--- config.mk ---
export PLATFORM = sky130hd
export DESIGN_NAME = apb_master_arbiter
export DESIGN_NICKNAME = d
export VERILOG_FILES = /design/src/rtl/apb_master_arbiter.sv
export SDC_FILE = /design/constraint.sdc
export NUM_CORES = 1
export LEC_CHECK = 0
export CELL_PAD_IN_SITES_DETAIL_PLACEMENT = 1
export CELL_PAD_IN_SITES_GLOBAL_PLACEMENT = 1
export CORE_ASPECT_RATIO = 0.5
export CORE_MARGIN = 2
export CORE_UTILIZATION = 27
export CTS_CLUSTER_SIZE = 12
export DETAILED_ROUTE_END_ITERATION = 6
export PLACE_DENSITY = 0.88
export SLEW_MARGIN = 20
export SYNTH_ARGS = -nofsm -noshare
export SYNTH_HDL_FRONTEND = slang
export SYNTH_SLANG_ARGS = --single-unit
--- constraint.sdc ---
create_clock -name PCLK -period 1.4 [get_ports PCLK]
set_input_delay 0.21 -clock PCLK [delete_from_list [all_inputs] [get_ports PCLK]]
set_output_delay 0.21 -clock PCLK [all_outputs]
set_load 0.1 [all_outputs]
--- src/rtl/apb_master_arbiter.sv ---
// apb_master_arbiter: two-requester round-robin arbiter driving a single APB
// master port, with a per-transfer ACCESS-phase wait timeout.
//
// Ports
//   PCLK, PRESETn            clock, synchronous active-low reset
//   req[1:0]                 per-requester request, held until done
//   req_write[1:0]           per-requester direction (1 = write)
//   req_addr[2*ADDR_W-1:0]   requester n address at [n*ADDR_W +: ADDR_W]
//   req_wdata[2*DATA_W-1:0]  requester n write data at [n*DATA_W +: DATA_W]
//   gnt[1:0]                 one-hot owner of the transfer in flight
//   done[1:0]                one-cycle completion pulse to the owner
//   rsp_rdata/err/timeout    response, valid with done, held until next done
//   PSEL..PWDATA             APB master outputs
//   PREADY, PSLVERR, PRDATA  APB slave responses
module apb_master_arbiter #(
  parameter int unsigned ADDR_W  = 8,
  parameter int unsigned DATA_W  = 32,
  parameter int unsigned TIMEOUT = 16
) (
  input  logic                  PCLK,
  input  logic                  PRESETn,
  input  logic [1:0]            req,
  input  logic [1:0]            req_write,
  input  logic [2*ADDR_W-1:0]   req_addr,
  input  logic [2*DATA_W-1:0]   req_wdata,
  output logic [1:0]            gnt,
  output logic [1:0]            done,
  output logic [DATA_W-1:0]     rsp_rdata,
  output logic                  rsp_err,
  output logic                  rsp_timeout,
  output logic                  PSEL,
  output logic                  PENABLE,
  output logic                  PWRITE,
  output logic [ADDR_W-1:0]     PADDR,
  output logic [DATA_W-1:0]     PWDATA,
  input  logic                  PREADY,
  input  logic                  PSLVERR,
  input  logic [DATA_W-1:0]     PRDATA
);

  localparam int unsigned CNT_W = 8;

  localparam logic [1:0] IDLE   = 2'd0;
  localparam logic [1:0] SETUP  = 2'd1;
  localparam logic [1:0] ACCESS = 2'd2;

  logic [1:0]        state_q, state_d;
  logic              psel_q, psel_d;
  logic              penable_q, penable_d;
  logic              pwrite_q, pwrite_d;
  logic [ADDR_W-1:0] paddr_q, paddr_d;
  logic [DATA_W-1:0] pwdata_q, pwdata_d;
  logic [1:0]        gnt_q, gnt_d;
  logic [1:0]        done_q, done_d;
  logic [DATA_W-1:0] rdata_q, rdata_d;
  logic              err_q, err_d;
  logic              tmo_q, tmo_d;
  logic [CNT_W-1:0]  wait_q, wait_d;
  logic              prio_q, prio_d;   // requester index holding priority

  logic              win_idx_c;

  // Round-robin pick: on contention the priority holder wins, else the lone requester.
  always_comb begin
    if (req == 2'b11) win_idx_c = prio_q;
    else              win_idx_c = req[1];
  end

  // Next-state and output computation.
  always_comb begin
    state_d   = state_q;
    psel_d    = psel_q;
    penable_d = penable_q;
    pwrite_d  = pwrite_q;
    paddr_d   = paddr_q;
    pwdata_d  = pwdata_q;
    gnt_d     = gnt_q;
    done_d    = 2'b00;
    rdata_d   = rdata_q;
    err_d     = err_q;
    tmo_d     = tmo_q;
    wait_d    = wait_q;
    prio_d    = prio_q;

    case (state_q)
      IDLE: begin
        if (|req) begin
          state_d   = SETUP;
          psel_d    = 1'b1;
          penable_d = 1'b0;
          gnt_d     = win_idx_c ? 2'b10 : 2'b01;
          prio_d    = ~win_idx_c;
          wait_d    = '0;
          pwrite_d  = win_idx_c ? req_write[1] : req_write[0];
          paddr_d   = win_idx_c ? req_addr[2*ADDR_W-1:ADDR_W] : req_addr[ADDR_W-1:0];
          pwdata_d  = win_idx_c ? req_wdata[2*DATA_W-1:DATA_W] : req_wdata[DATA_W-1:0];
        end
      end

      SETUP: begin
        state_d   = ACCESS;
        penable_d = 1'b1;
      end

      ACCESS: begin
        // PREADY wins over the timeout in the cycle the counter would expire.
        if (PREADY) begin
          state_d   = IDLE;
          psel_d    = 1'b0;
          penable_d = 1'b0;
          gnt_d     = 2'b00;
          done_d    = gnt_q;
          rdata_d   = pwrite_q ? '0 : PRDATA;
          err_d     = PSLVERR;
          tmo_d     = 1'b0;
        end else if (wait_q == CNT_W'(TIMEOUT - 1)) begin
          state_d   = IDLE;
          psel_d    = 1'b0;
          penable_d = 1'b0;
          gnt_d     = 2'b00;
          done_d    = gnt_q;
          rdata_d   = '0;
          err_d     = 1'b1;
          tmo_d     = 1'b1;
          wait_d    = wait_q + CNT_W'(1);
        end else begin
          wait_d    = wait_q + CNT_W'(1);
        end
      end

      default: begin
        state_d   = IDLE;
        psel_d    = 1'b0;
        penable_d = 1'b0;
        gnt_d     = 2'b00;
      end
    endcase
  end

  // State and output registers.
  always_ff @(posedge PCLK) begin
    if (!PRESETn) begin
      state_q   <= IDLE;
      psel_q    <= 1'b0;
      penable_q <= 1'b0;
      pwrite_q  <= 1'b0;
      paddr_q   <= '0;
      pwdata_q  <= '0;
      gnt_q     <= 2'b00;
      done_q    <= 2'b00;
      rdata_q   <= '0;
      err_q     <= 1'b0;
      tmo_q     <= 1'b0;
      wait_q    <= '0;
      prio_q    <= 1'b0;
    end else begin
      state_q   <= state_d;
      psel_q    <= psel_d;
      penable_q <= penable_d;
      pwrite_q  <= pwrite_d;
      paddr_q   <= paddr_d;
      pwdata_q  <= pwdata_d;
      gnt_q     <= gnt_d;
      done_q    <= done_d;
      rdata_q   <= rdata_d;
      err_q     <= err_d;
      tmo_q     <= tmo_d;
      wait_q    <= wait_d;
      prio_q    <= prio_d;
    end
  end

  assign PSEL        = psel_q;
  assign PENABLE     = penable_q;
  assign PWRITE      = pwrite_q;
  assign PADDR       = paddr_q;
  assign PWDATA      = pwdata_q;
  assign gnt         = gnt_q;
  assign done        = done_q;
  assign rsp_rdata   = rdata_q;
  assign rsp_err     = err_q;
  assign rsp_timeout = tmo_q;

endmodule

Figure 1. Cell sizes after repair.
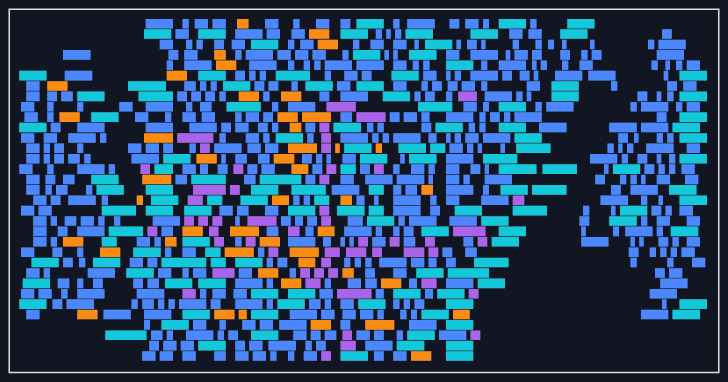
[purple] x3 and x4 | cells: 53 | share: 7.1% | most used: buf_4
[orange] x2 | cells: 46 | share: 6.2% | most used: a311oi_2
[cyan] x6 and larger | cells: 129 | share: 17% | most used: buf_12
[blue] x1 and smaller | cells: 518 | share: 69% | most used: clkdlybuf4s50_1

Figure 2. Congestion heat map.
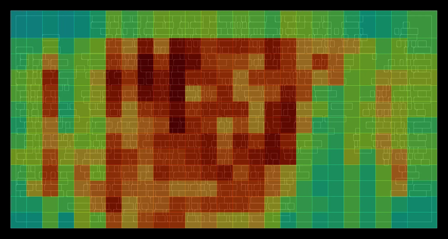
final core area utilization: 0.543
total global routing track utilization: 0.263
global-route layer with the greatest usage: met2
met1 Usage GRT: 0.290
met3 Resource Use GR: 0.0694

Figure 3. Gate families picked out.
Bar = 50 um.
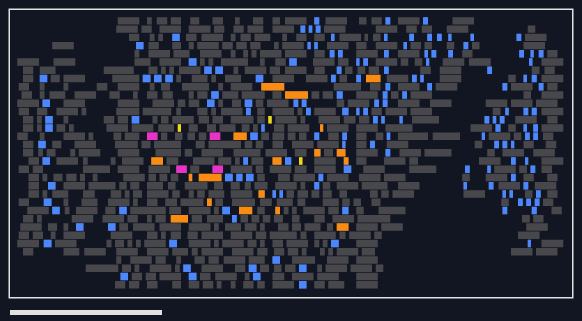
[orange] nor cells | cells: 18 | where: centre
[magenta] mux cells | cells: 4 | most used: mux2i_1
[yellow] inv cells | cells: 3 | most used: inv_1
[blue] nand cells | cells: 150 | most used: nand3_1

Figure 4. Metal 3.
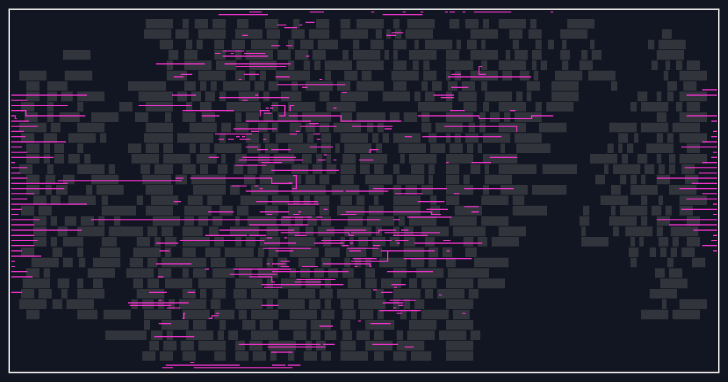
nets with wire on the layer: 195
wire length on this layer: 1920 um
longest straight run: 75.4 um
main direction: horizontal

==> git commit body <==
Refresh implementation metrics

- The flow ran to the end, but the final reports show violations.
- Failing checks: negative setup slack
- The final timing report derives a shortest allowable period of 1.61 ns.
- Maximum cell stage delay along the critical path: about 0.42 ns
- The flow measured a signed area growth from synthesis to layout of 98.4%.
- CP Class: reg2reg
- The power report puts the net switching power at roughly 4.2 mW.
- # nets final: 863
* CP Buf/Inv Count: 1
* Finish-stage setup viols: 90
* Chip footprint: ~0.018 mm^2
- Combinational share of power: 0.429
- Clock-pin transition on the worst setup and hold timing paths: around 0.07 ns
- Yosys mapped the design onto roughly 46 distinct sky130hd cell types.
- Area share of the largest cell type after synthesis: 0.410
* Part of the Yosys area used for sequential elements: 0.410
- Most used standard cells in the synthesized netlist: sky130_fd_sc_hd__dfxtp_1, sky130_fd_sc_hd__nand3_1, sky130_fd_sc_hd__a21oi_1
* Syn_area_per_cell: 8.46 um^2
* Number of buffers inserted by post-CTS setup repair: 12
- In the power breakdown, the internal column shows ~6.4 mW.
* Portion of total power attributed to sequential cells: 0.292
- The first TritonRoute pass finished after 5 iterations.
- The timing report attributes the biggest portion of critical-path delay to simple AND/OR/NAND/NOR gates.
- Data arrives at the worst endpoint at 1.84 ns.
- Worst setup timing slack at the placement stage: -0.431 ns
* Async set-reset flop share out of synthesis: 0
- Total of fill cells in the finished design: 1681
- Cell row count: 33
- Across all stage logs, warnings added up to 29.
* FP Core Util: 0.274
- Setup repair after global routing could not meet its margin everywhere.
* Proportion of layout cells with a drive suffix above 1: 0.306
- Worst hold-check path type: in2reg
- TritonCTS created 9 clock buffers.
- The number of antenna violations at the first check in global routing came to 0.
* Worst Slack Setup Final: -0.209 ns
- For the completed layout, the total cell area is recorded as 0.00881 mm^2.
- Clk root buf: sky130_fd_sc_hd__clkbuf_16
* Clock net sink count: around 91
* Die y size: 94.7 um
- For reference, the final report shows the hold violation count at 0.
- Register Area: 0.00184 mm^2
- In this run the standard cell core region covers 0.0162 mm^2.
- Input and output buffers added on the ports amount to 200.
- Via count of the first global-routing pass: between 5000 and 6000
* CP Max Fanout: 23
- Remaining global-route overflow: 0
- Post-Synthesis Cell Area: roughly 0.0044 mm^2
- Largest buffer count on any clock path: 2
* CTS Hold Buffers Added: 0
- Cell count listed in synth_stat.txt: 525
* Final worst-path cycle share: 1.15
- Residual DRC: 0
* Maximum number of pins on one net before global-route repair: 70
* Final WL: 27000 um
* ANT nets after route: 0
- From left edge to right edge, the die measures 185 um.
- Count of library flops with an enable pin: 0
* Switching share of power: 0.394
- DPL Wire Length: around 14000 um
- TritonCTS clock tree: done
* Cell type with the largest total area: sky130_fd_sc_hd__dfxtp_1
* Relative slew slack: 0.661
- Leading post-synthesis cells by cell area: sky130_fd_sc_hd__dfxtp_1, sky130_fd_sc_hd__a311oi_1, sky130_fd_sc_hd__nand3_1, sky130_fd_sc_hd__nand3b_1, sky130_fd_sc_hd__o211ai_1
- The OpenROAD report gives the critical path a required time of about 1.6 ns.
- Static leakage power: a little over 3 nW
- In this run, the number of DRC markers left after iteration 0 of detailed routing was 449.
* Reported max-cap violation count: 0
* Routability-driven placement congestion ratio: 0.864
* Number of synthesized register bits: 91
- For this block, the via count after detailed routing is approximately 6000.
- Dominant Register Cell: sky130_fd_sc_hd__dfxtp_1
* Clock network latency to the later pin of the worst-skew pair: 0.36 ns
* Yosys synthesis warning count: 0
* Slowest stage cell, crit path: sky130_fd_sc_hd__a311oi_2
* Comb area: between 0.002 and 0.003 mm^2
* Power per cell area: 1200 mW/mm^2
- Cell count after synthesis: 525
- Type of origin of the critical path: register
* Chip area estimate from yosys synthesis: between 0.004 and 0.005 mm^2
- H-Tree Depth: 3
- Hold_ws: 0.258 ns
- For this sky-water flow run, the detailed-routed wirelength per cell is reported as between 20 and 30 um.
- Largest clock skew in the final design: 0.0125 ns
* Ordered cell list for the critical path: and2b_4, buf_6, nand3b_1, a311oi_2
* Max-slew violation count: 0
- # IOs: 201
- Most repeated cell in the gate-level netlist after synthesis: sky130_fd_sc_hd__dfxtp_1
- The first global-routing pass estimated 34800 um of wire.
* Maximum operating frequency: 622 MHz
* Antenna Cells: 0
- Area after detailed placement: 0.00774 mm^2
- Endpoint class of the critical path: register
- Share of power burned in the clock network: 0.278
- Resize count post-CTS: 28
* Worst vdd ir: 0.728 mV
- Synthesized net count: 646
* Worst-margin pin slew: 0.508 ns
- Post-DR vias/cell: about 6
-- registers in the layout, indices dropped and copies added, names as in the netlist --
| name | cells |
|---|---|
| PWDATA | 32 |
| done | 2 |
| state_q | 1 |
| prio_q | 1 |
| PSEL | 1 |
| rsp_err | 1 |
| rsp_timeout | 1 |
| PADDR | 8 |
| gnt | 2 |
| wait_q | 8 |
| rsp_rdata | 32 |
| PENABLE | 1 |
| PWRITE | 1 |
-- cell type report --
| cell class | count | area share |
|---|---|---|
| clock buffer | 11 | 0.0275 |
| clock inverter | 4 | 0.0112 |
| sequential | 91 | 0.209 |
| timing repair buffer | 269 | 0.423 |
| tap | 227 | 0.0322 |
| multi-input combinational | 368 | 0.296 |
| inverter | 3 | 0.00128 |
-- cells in the final DEF, fill, tap and decap left out, types with 6 or more instances in the layout --
master                            Yosys  routed
sky130_fd_sc_hd__nand2_1             34      34
sky130_fd_sc_hd__dfxtp_1             91      81
sky130_fd_sc_hd__a311oi_1            41      18
sky130_fd_sc_hd__buf_6                4       9
sky130_fd_sc_hd__dfxtp_2              0       8
sky130_fd_sc_hd__clkdlybuf4s50_1      0     116
sky130_fd_sc_hd__a21oi_1             44      39
sky130_fd_sc_hd__o21ai_1              3       6
sky130_fd_sc_hd__o211ai_1            36      36
sky130_fd_sc_hd__a311oi_2             0      22
sky130_fd_sc_hd__clkbuf_16            0      14
sky130_fd_sc_hd__nand3_1             69      69
sky130_fd_sc_hd__buf_4                6      34
sky130_fd_sc_hd__nand3b_1            42      42
sky130_fd_sc_hd__buf_12               0      99
sky130_fd_sc_hd__o21ai_0             40      37
-- final timing paths --
| check | startpoint | to | slack (ns) | depth (start not counted) |
|---|---|---|---|---|
| worst max-delay path | prio_q | PWDATA[7] | -0.21 | 4 |
| worst min-delay path | PRESETn | prio_q | 0.26 | 2 |
| worst max register to register | prio_q | PWDATA[7] | -0.21 | 4 |
| worst min register to register | rsp_rdata[26] | rsp_rdata[26] | 0.54 | 2 |
-- power by group through the flow --
stage,clock network (mW),logic (mW),registers [mW]
after floorplan,0,0.834,4.50
after global placement,0,3.81,3.11
after detailed placement,0,3.92,3.13
after CTS,2.91,4.22,3.08
after global routing,3.07,4.65,3.13
final,2.95,4.56,3.11
-- per-layer routing --
| layer | up-vias | global-route usage | share of wire |
|---|---|---|---|
| li1 | 2433 | - | - |
| met1 | 2891 | 0.290 | 0.38 |
| met2 | 399 | 0.465 | 0.49 |
| met3 | 143 | 0.0694 | 0.071 |
| met4 | 0 | 0.144 | 0.062 |
| met5 | - | 0.00857 | 0 |
-- cells by family (layout without fill, tap and decap cells) --
group,count (synthesis),in the layout,synth area share
AND-OR/OR-AND,184,184,0.279
AND/OR/NAND/NOR,179,179,0.228
flip-flops,91,91,0.410
buffers and inverters,66,287,0.0715
multiplexers,4,4,0.00901
adder cells (fa/ha/maj),1,1,0.00282
-- stage by stage --
stage	power, mW	std cells	TNS (ns)	utilization
6_report	10.6	973	-6.77	0.543
5_1_grt	10.8	973	-7.97	0.543
4_1_cts	10.2	961	-1.52	0.522
3_5_place_dp	7.05	929	-24.13	0.477
2_1_floorplan	5.33	525	-2.18	-
3_3_place_gp	6.93	929	-18.68	0.477
Power figures rest on the tool's default switching activity, not on a simulated workload.
